[src/rtl/pc_ras_if.sv]
// Control-side bundle for the PC / return-address-stack unit.
// The control FSM is the master; pc_ras_unit is the slave.
interface pc_ras_if #(
  parameter int ADDR_WIDTH = 4,
  parameter int RAS_DEPTH  = 4
);
  localparam int CNT_W = $clog2(RAS_DEPTH + 1);

  logic                  enable;
  logic [2:0]            op;
  logic [ADDR_WIDTH-1:0] target;
  logic                  cond;
  logic                  clr_err;
  logic [ADDR_WIDTH-1:0] pc;
  logic [ADDR_WIDTH-1:0] ras_top;
  logic [CNT_W-1:0]      ras_count;
  logic                  ras_full;
  logic                  ras_empty;
  logic                  err_overflow;
  logic                  err_underflow;

  modport master (
    output enable, op, target, cond, clr_err,
    input  pc, ras_top, ras_count, ras_full, ras_empty, err_overflow, err_underflow
  );

  modport slave (
    input  enable, op, target, cond, clr_err,
    output pc, ras_top, ras_count, ras_full, ras_empty, err_overflow, err_underflow
  );
endinterface

[src/rtl/pc_ras_unit.sv]
// Program counter with increment/jump/branch/call/return sequencing and a
// circular return-address stack with sticky overflow/underflow flags.
module pc_ras_unit #(
  parameter int                    ADDR_WIDTH   = 4,
  parameter logic [ADDR_WIDTH-1:0] RESET_VECTOR = '0,
  parameter int                    INC_STEP     = 1,
  parameter int                    RAS_DEPTH    = 4
) (
  input  logic  clk,
  input  logic  reset_n,
  pc_ras_if.slave bus
);
  localparam int CNT_W = $clog2(RAS_DEPTH + 1);
  localparam int PTR_W = $clog2(RAS_DEPTH);
  localparam logic [ADDR_WIDTH-1:0] STEP    = ADDR_WIDTH'(INC_STEP);
  localparam logic [CNT_W-1:0]      DEPTH_C = CNT_W'(RAS_DEPTH);

  localparam logic [2:0] OP_INC    = 3'b001;
  localparam logic [2:0] OP_JUMP   = 3'b010;
  localparam logic [2:0] OP_BRANCH = 3'b011;
  localparam logic [2:0] OP_CALL   = 3'b100;
  localparam logic [2:0] OP_RET    = 3'b101;

  logic [ADDR_WIDTH-1:0] pc_q, pc_d, pc_inc;
  logic [PTR_W-1:0]      ptr_q, ptr_d, top_idx;
  logic [CNT_W-1:0]      cnt_q, cnt_d;
  logic                  ovf_q, unf_q;
  logic                  set_ovf, set_unf, push;
  logic                  full, empty;
  logic [ADDR_WIDTH-1:0] mem [RAS_DEPTH];

  assign pc_inc  = pc_q + STEP;
  assign top_idx = ptr_q - PTR_W'(1);
  assign full    = (cnt_q == DEPTH_C);
  assign empty   = (cnt_q == '0);

  always_comb begin
    pc_d    = pc_q;
    ptr_d   = ptr_q;
    cnt_d   = cnt_q;
    push    = 1'b0;
    set_ovf = 1'b0;
    set_unf = 1'b0;
    if (bus.enable) begin
      case (bus.op)
        OP_INC:    pc_d = pc_inc;
        OP_JUMP:   pc_d = bus.target;
        OP_BRANCH: pc_d = bus.cond ? bus.target : pc_inc;
        OP_CALL: begin
          // A full stack still takes the push, silently dropping the oldest entry.
          push  = 1'b1;
          pc_d  = bus.target;
          ptr_d = ptr_q + PTR_W'(1);
          if (full) set_ovf = 1'b1;
          else      cnt_d   = cnt_q + CNT_W'(1);
        end
        OP_RET: begin
          if (empty) begin
            set_unf = 1'b1;
          end else begin
            pc_d  = mem[top_idx];
            ptr_d = top_idx;
            cnt_d = cnt_q - CNT_W'(1);
          end
        end
        default: ;
      endcase
    end
  end

  always_ff @(posedge clk or negedge reset_n) begin
    if (!reset_n) begin
      pc_q  <= RESET_VECTOR;
      ptr_q <= '0;
      cnt_q <= '0;
      ovf_q <= 1'b0;
      unf_q <= 1'b0;
    end else begin
      pc_q  <= pc_d;
      ptr_q <= ptr_d;
      cnt_q <= cnt_d;
      // A fresh error in the clearing cycle takes priority over the clear.
      ovf_q <= set_ovf | (ovf_q & ~bus.clr_err);
      unf_q <= set_unf | (unf_q & ~bus.clr_err);
    end
  end

  always_ff @(posedge clk) begin
    if (push) mem[ptr_q] <= pc_inc;
  end

  assign bus.pc            = pc_q;
  assign bus.ras_top       = empty ? '0 : mem[top_idx];
  assign bus.ras_count     = cnt_q;
  assign bus.ras_full      = full;
  assign bus.ras_empty     = empty;
  assign bus.err_overflow  = ovf_q;
  assign bus.err_underflow = unf_q;
endmodule

[src/flat_wrapper.sv]
// flat-port wrapper written by rule: the top's interface ports become plain ports
module pc_ras_unit_flat 
#(
  parameter int                    ADDR_WIDTH   = 4,
  parameter logic [ADDR_WIDTH-1:0] RESET_VECTOR = '0,
  parameter int                    INC_STEP     = 1,
  parameter int                    RAS_DEPTH    = 4
)
  (clk, reset_n, bus_enable, bus_op, bus_target, bus_cond, bus_clr_err, bus_pc, bus_ras_top, bus_ras_count, bus_ras_full, bus_ras_empty, bus_err_overflow, bus_err_underflow);
  pc_ras_if #(.ADDR_WIDTH(ADDR_WIDTH), .RAS_DEPTH(RAS_DEPTH)) bus_i ();
  input  logic clk;
  input  logic reset_n;
  input wire logic [$bits(bus_i.enable)-1:0] bus_enable;
  input wire logic [$bits(bus_i.op)-1:0] bus_op;
  input wire logic [$bits(bus_i.target)-1:0] bus_target;
  input wire logic [$bits(bus_i.cond)-1:0] bus_cond;
  input wire logic [$bits(bus_i.clr_err)-1:0] bus_clr_err;
  output wire logic [$bits(bus_i.pc)-1:0] bus_pc;
  output wire logic [$bits(bus_i.ras_top)-1:0] bus_ras_top;
  output wire logic [$bits(bus_i.ras_count)-1:0] bus_ras_count;
  output wire logic [$bits(bus_i.ras_full)-1:0] bus_ras_full;
  output wire logic [$bits(bus_i.ras_empty)-1:0] bus_ras_empty;
  output wire logic [$bits(bus_i.err_overflow)-1:0] bus_err_overflow;
  output wire logic [$bits(bus_i.err_underflow)-1:0] bus_err_underflow;
  assign bus_i.enable = bus_enable;
  assign bus_i.op = bus_op;
  assign bus_i.target = bus_target;
  assign bus_i.cond = bus_cond;
  assign bus_i.clr_err = bus_clr_err;
  assign bus_pc = bus_i.pc;
  assign bus_ras_top = bus_i.ras_top;
  assign bus_ras_count = bus_i.ras_count;
  assign bus_ras_full = bus_i.ras_full;
  assign bus_ras_empty = bus_i.ras_empty;
  assign bus_err_overflow = bus_i.err_overflow;
  assign bus_err_underflow = bus_i.err_underflow;
  pc_ras_unit #(.ADDR_WIDTH(ADDR_WIDTH), .RESET_VECTOR(RESET_VECTOR), .INC_STEP(INC_STEP), .RAS_DEPTH(RAS_DEPTH)) u_core (.clk(clk), .reset_n(reset_n), .bus(bus_i));
endmodule
[config.mk]
export PLATFORM = sky130hd
export DESIGN_NAME = pc_ras_unit_flat
export DESIGN_NICKNAME = d
export VERILOG_FILES = /design/src/rtl/pc_ras_if.sv /design/src/rtl/pc_ras_unit.sv /design/src/flat_wrapper.sv
export SDC_FILE = /design/constraint.sdc
export NUM_CORES = 1
export LEC_CHECK = 0
export ABC_AREA = 1
export CORE_MARGIN = 5
export CORE_UTILIZATION = 55
export CTS_BUF_LIST = sky130_fd_sc_hd__clkbuf_8
export DETAILED_ROUTE_END_ITERATION = 10
export PLACE_DENSITY_LB_ADDON = 0.1
export SETUP_SLACK_MARGIN = 0.15
export SLEW_MARGIN = 20
export SYNTH_ARGS = -nofsm -noshare
export SYNTH_HDL_FRONTEND = slang
export SYNTH_SLANG_ARGS = --single-unit
[constraint.sdc]
create_clock -name clk -period 3.8 [get_ports clk]
set_input_delay 0.76 -clock clk [delete_from_list [all_inputs] [get_ports clk]]
set_output_delay 0.76 -clock clk [all_outputs]
set_load 0.01 [all_outputs]
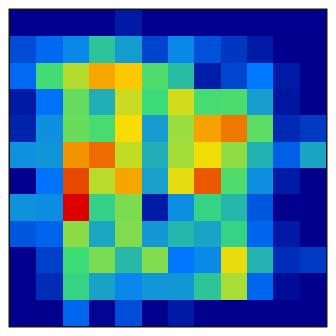
Figure 1: wire density map.
12 x 12 tiles, from dark blue (low) to red (high), scaled to the fullest tile. Values are wire area over tile area, all layers added.
- emptiest ninth of the die: upper right
- nearly empty tiles: 22%
- densest ninth of the die: centre
- fullest tile: 0.47

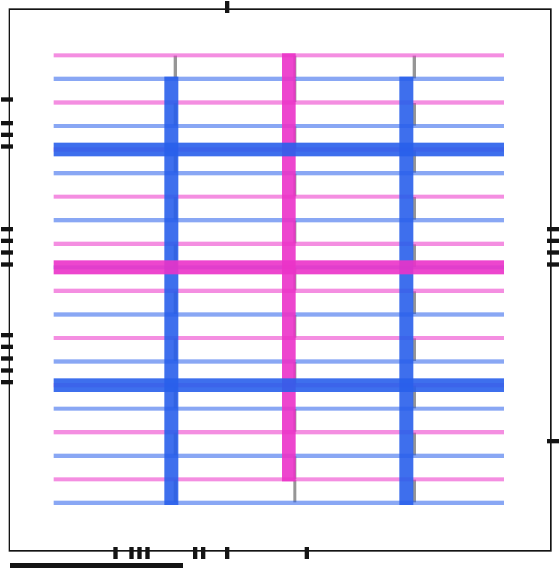
Figure 2: supply network.
Scale bar: 20 um. Pins as bars on the die edge. Tap cells in grey.
- magenta: VDD
- blue: VSS
- signal pins: 27
- rows: 19
- tap cells: 31
- met1 rails: 20
- met4 straps: 3
Max rail drop VDD: 0.6366 mV
width of the die: 62.36 um

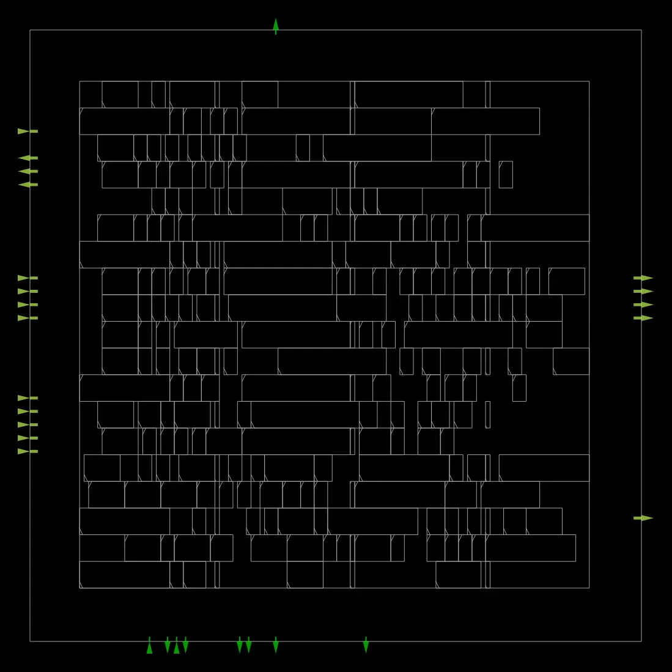
Figure 3: cell outlines without signal wires.
tap cells: 31
flop share of the area: 40.98%
number of sequential cells in the layout: 27
number of filler instances in the final layout: 219

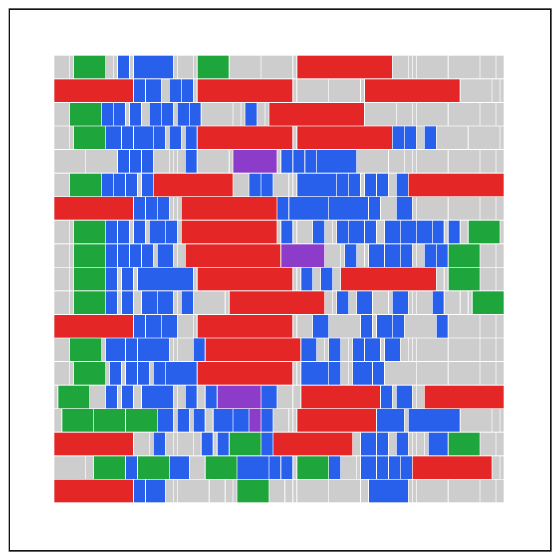
Figure 4: cells coloured by class.
Fill, decap, tap and diode cells in grey.
- green: remaining buffers and delay cells (cells 26; share of their area 14%)
- blue: remaining logic cells (cells 154; share of their area 41%)
- purple: clock drivers and dummy loads (cells 4; share of their area 2.5%)
- red: registers (cells 27; share of their area 42%)
core region area: 2686 um2
Post-Route Utilization: 68.65%

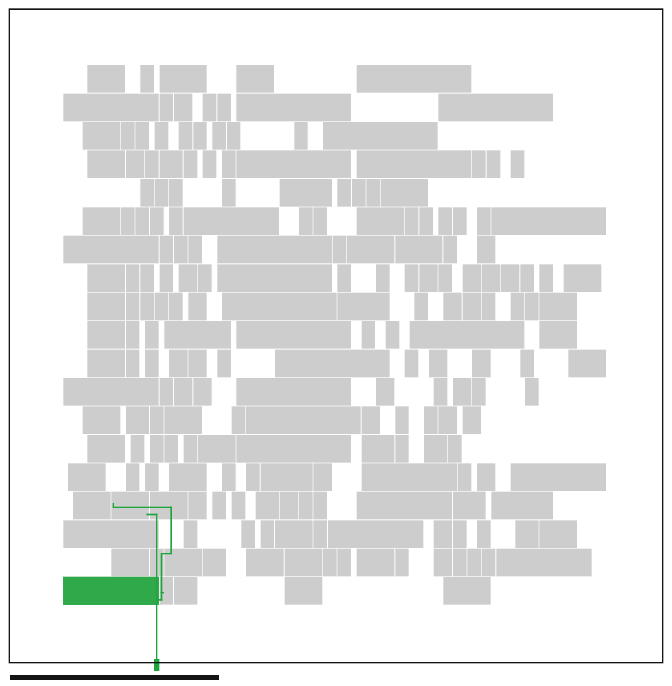
Figure 5: wires at chosen ports, followed through buffers.
Scale bar: 20 um.
- green: bus_err_underflow (bits 1; direction output; edge bottom; end cells 1; buffers 1; wire 30.9 um)

## Yosys cell counts (all sizes together)
master	instances
nand3	25
nand4	1
clkinv	1
edfxtp	16
ha	6
a21oi	1
o22ai	2
nand2	57
dfrtp	11
buf	1
nor2	23
o21ai	5
nor3	3
inv	28
xor2	2
## critical path: stages (launching register included)
cell                              delay [ns]
sky130_fd_sc_hd__dfrtp_1                0.58
sky130_fd_sc_hd__clkinv_1               0.33
sky130_fd_sc_hd__ha_1                   0.48
sky130_fd_sc_hd__inv_1                  0.13
sky130_fd_sc_hd__nand3_1                0.13
sky130_fd_sc_hd__nand2_1                0.07
sky130_fd_sc_hd__nor2_1                 0.09
sky130_fd_sc_hd__clkdlybuf4s50_1        0.54
## final cells by class
| type | count | area (um2) | share of cell area [%] |
|---|---|---|---|
| clock buffers | 3 | 41.29 | 2.239 |
| clock inverters | 1 | 3.754 | 0.2035 |
| inverters | 29 | 111.4 | 6.038 |
| multi-input cells | 125 | 633.1 | 34.33 |
| flip-flops and latches | 27 | 755.7 | 40.98 |
| well taps | 31 | 38.79 | 2.103 |
| repair buffers | 26 | 260.3 | 14.11 |
## flip-flops by register name (all words and copies together), names as in the netlist
| name | count |
|---|---|
| u_core.bus.ras_count | 3 |
| u_core.ptr_q | 2 |
| u_core.bus.err_overflow | 1 |
| u_core.bus.err_underflow | 1 |
| u_core.mem | 16 |
| u_core.bus.pc | 4 |
## metrics by stage
| stage | util, % | total power [uW] | cells | instance area, um2 | hold slack [ns] |
|---|---|---|---|---|---|
| after global routing | 68.65 | 1392 | 242 | 1844 | 0.6037 |
| after detailed placement | 66.98 | 1128 | 238 | 1799 | 0.5346 |
| after floorplan | - | 842.3 | 182 | 1508 | 0.4644 |
| after global placement | 66.98 | 1108 | 238 | 1799 | 0.5205 |
| final | 68.65 | 1290 | 242 | 1844 | 0.5556 |
| after CTS | 68.65 | 1290 | 242 | 1844 | 0.5492 |
## power by group through the flow
stage | clock (uW) | sequential [uW] | combinational (uW)
after floorplan | 0 | 459 | 383
after global placement | 0 | 465 | 643
after detailed placement | 0 | 470 | 658
after CTS | 163 | 464 | 663
after global routing | 178 | 477 | 737
final | 160 | 466 | 663
## metal layers
layer / up-vias / routed length [um] / part of all wire, %
li1: 636 / - / -
met1: 580 / 1549 / 44
met4: 0 / 52 / 1.5
met3: 7 / 205 / 5.8
met5: - / 0 / 0
met2: 51 / 1705 / 49
## cells by family after synthesis
kind of cell	Yosys count	share of synthesized area, %
simple gates	109	33.03
buf+inv	30	7.884
flops	27	50.12
compound gates	8	2.821
fa+ha+maj	6	4.979
xor+xnor	2	1.162
## how the worst max path moves through the flow
stage / startpoint / endpoint / cells after the start / slack [ns]
floorplan: u_core.ptr_q[0] / bus_ras_top[0] / 7 / 1.52
global placement: u_core.ptr_q[0] / bus_ras_top[2] / 7 / 0.88
detailed placement: u_core.ptr_q[0] / bus_ras_top[0] / 7 / 0.77
CTS: u_core.ptr_q[0] / bus_ras_top[0] / 7 / 0.47
global route: u_core.ptr_q[0] / bus_ras_top[0] / 7 / 0.22
finish: u_core.ptr_q[0] / bus_ras_top[0] / 7 / 0.43
==> flow_summary.json <==
{
  "run_status": "completed",
  "grtUsageMet3_pct": 4.505,
  "grt.overflow.total": 0,
  "sw_frac_of_total_pct": 41.08,
  "max_clock_freq_mhz": 297.1,
  "cts_setup_buffers": 0,
  "portBuffers": 26,
  "numCtsBuffers": 3,
  "comb_power_share_pct": 51.4,
  "cells_on_worst_reg2reg_path": 8,
  "clkLatencyLatePin_ns": 0.27,
  "total_of_endpoints_with_negative_setup_slack_in_the_final_report": 0,
  "worstReg2RegStart": "u_core.ptr_q[0]",
  "setup.worst_path.end_class": "output pin",
  "global_route.usage.met1_pct": 25.84,
  "timing.clock.skew_ns": 0.003795,
  "cts.clk_slew.worst_paths_ns": 0.09,
  "r2r_path_end": "u_core.bus.pc[2]",
  "cts.root.buffer_cell": "sky130_fd_sc_hd__clkbuf_8",
  "clock_sinks": 27,
  "drt-wirelength-per-cell_um": 14.52,
  "synth.yosys.seq_area_share_pct": 50.12,
  "die-area_um2": 3888,
  "yosys_area_um2": 1508,
  "max_slew_margin_pct": 64.31,
  "setup.worst_path.start_class": "flop",
  "stage_log_warnings": 29,
  "holdCritPathClass": "reg -> reg",
  "layout_setup_ws_ns": 0.4337,
  "ctsHoldBuffers": 0,
  "final-max-slew-violation-count": 0,
  "post-synth-top-area-fraction_pct": 31.87,
  "tritoncts": "built",
  "power.share.sequential_pct": 36.1,
  "cts-htree-levels": 1,
  "setup_cp_type": "reg -> out",
  "drt-pass1-iter-count": 5,
  "floorplan.nets": 200,
  "pin_count": 27,
  "fin_tns_setup_ns": 0,
  "synth_cell_type_count": 23,
  "worstHoldEndpoint": "u_core.bus.err_underflow",
  "preCtsSetupSlack_ns": 0.7746,
  "route.final.wire_length_um": 3513,
  "finalWorstPathRequiredPeriod_ns": 3.366,
  "post_synth.cell_area_avg_um2": 8.284,
  "min_period_over_period_pct": 88.59,
  "timing.critical_path.fanout_max": 12,
  "dpl.hpwl_um": 2818,
  "synthesis.area_um2": 1508,
  "grt_util_met2_pct": 31.87,
  "ctsLongestPathBuffers": 2,
  "syn-instance-count": 182,
  "drt.antenna.violating_nets": 0,
  "layout_top_cell": "sky130_fd_sc_hd__nand2_1",
  "ys.flops": 27,
  "grt_first_pass_wirelength_um": 6099,
  "total_leakage_power_uw": 0.0008656,
  "finalHoldViolations": 0,
  "antenna_found_initial": 0,
  "reg2reg_setup_slack_ns": 1.69,
  "max_cap_viol_count": 0,
  "largest_area_cell": "sky130_fd_sc_hd__edfxtp_1",
  "synth.area.top_cells": "sky130_fd_sc_hd__edfxtp_1 32%, sky130_fd_sc_hd__dfrtp_1 18%, sky130_fd_sc_hd__nand2_1 14%",
  "hold_path_startpoint": "u_core.bus.err_underflow",
  "floorplan.core_util_pct": 56.12,
  "grt_start_max_net_pins": 15,
  "power_per_cell_area_nw_per_um2": 699.3,
  "rows": 19,
  "area_delta_synth_final_pct": 22.32,
  "routed_via_density": 5.264,
  "grt.busiest_layer": "met2",
  "detail_route.iter0.violations": 79,
  "grt_pass1_vias": 1297,
  "crit_required_ns": 3.04,
  "most-common-layout-cells": "55 x sky130_fd_sc_hd__nand2_1, 27 x sky130_fd_sc_hd__inv_1, 26 x sky130_fd_sc_hd__clkdlybuf4s50_1",
  "total_switching_power_uw": 529.8,
  "detailroute.via_count": 1274,
  "share_clk_of_total_power_pct": 12.4,
  "intPower_uw": 759.9,
  "drive_gt1_share_pct": 6.635,
  "num_antenna_cells": 0,
  "worst_hold_path_depth": 2,
  "cts_repair_resize_count": 0,
  "drt_drc_violations_left": 0,
  "tot_gr_track_use_pct": 19.51,
  "arrival_time_at_the_worst_endpoint_ns": 2.61,
  "gp_congestion": 0.9167,
  "worst_slew_pin_slew_ns": 0.5336,
  "final_net_count": 230,
  "rsz0062_at_grt": "false",
  "synth_stat.cells": 182,
  "yosys_warnings": 0
}
Power is estimated from default activity; no workload was simulated.
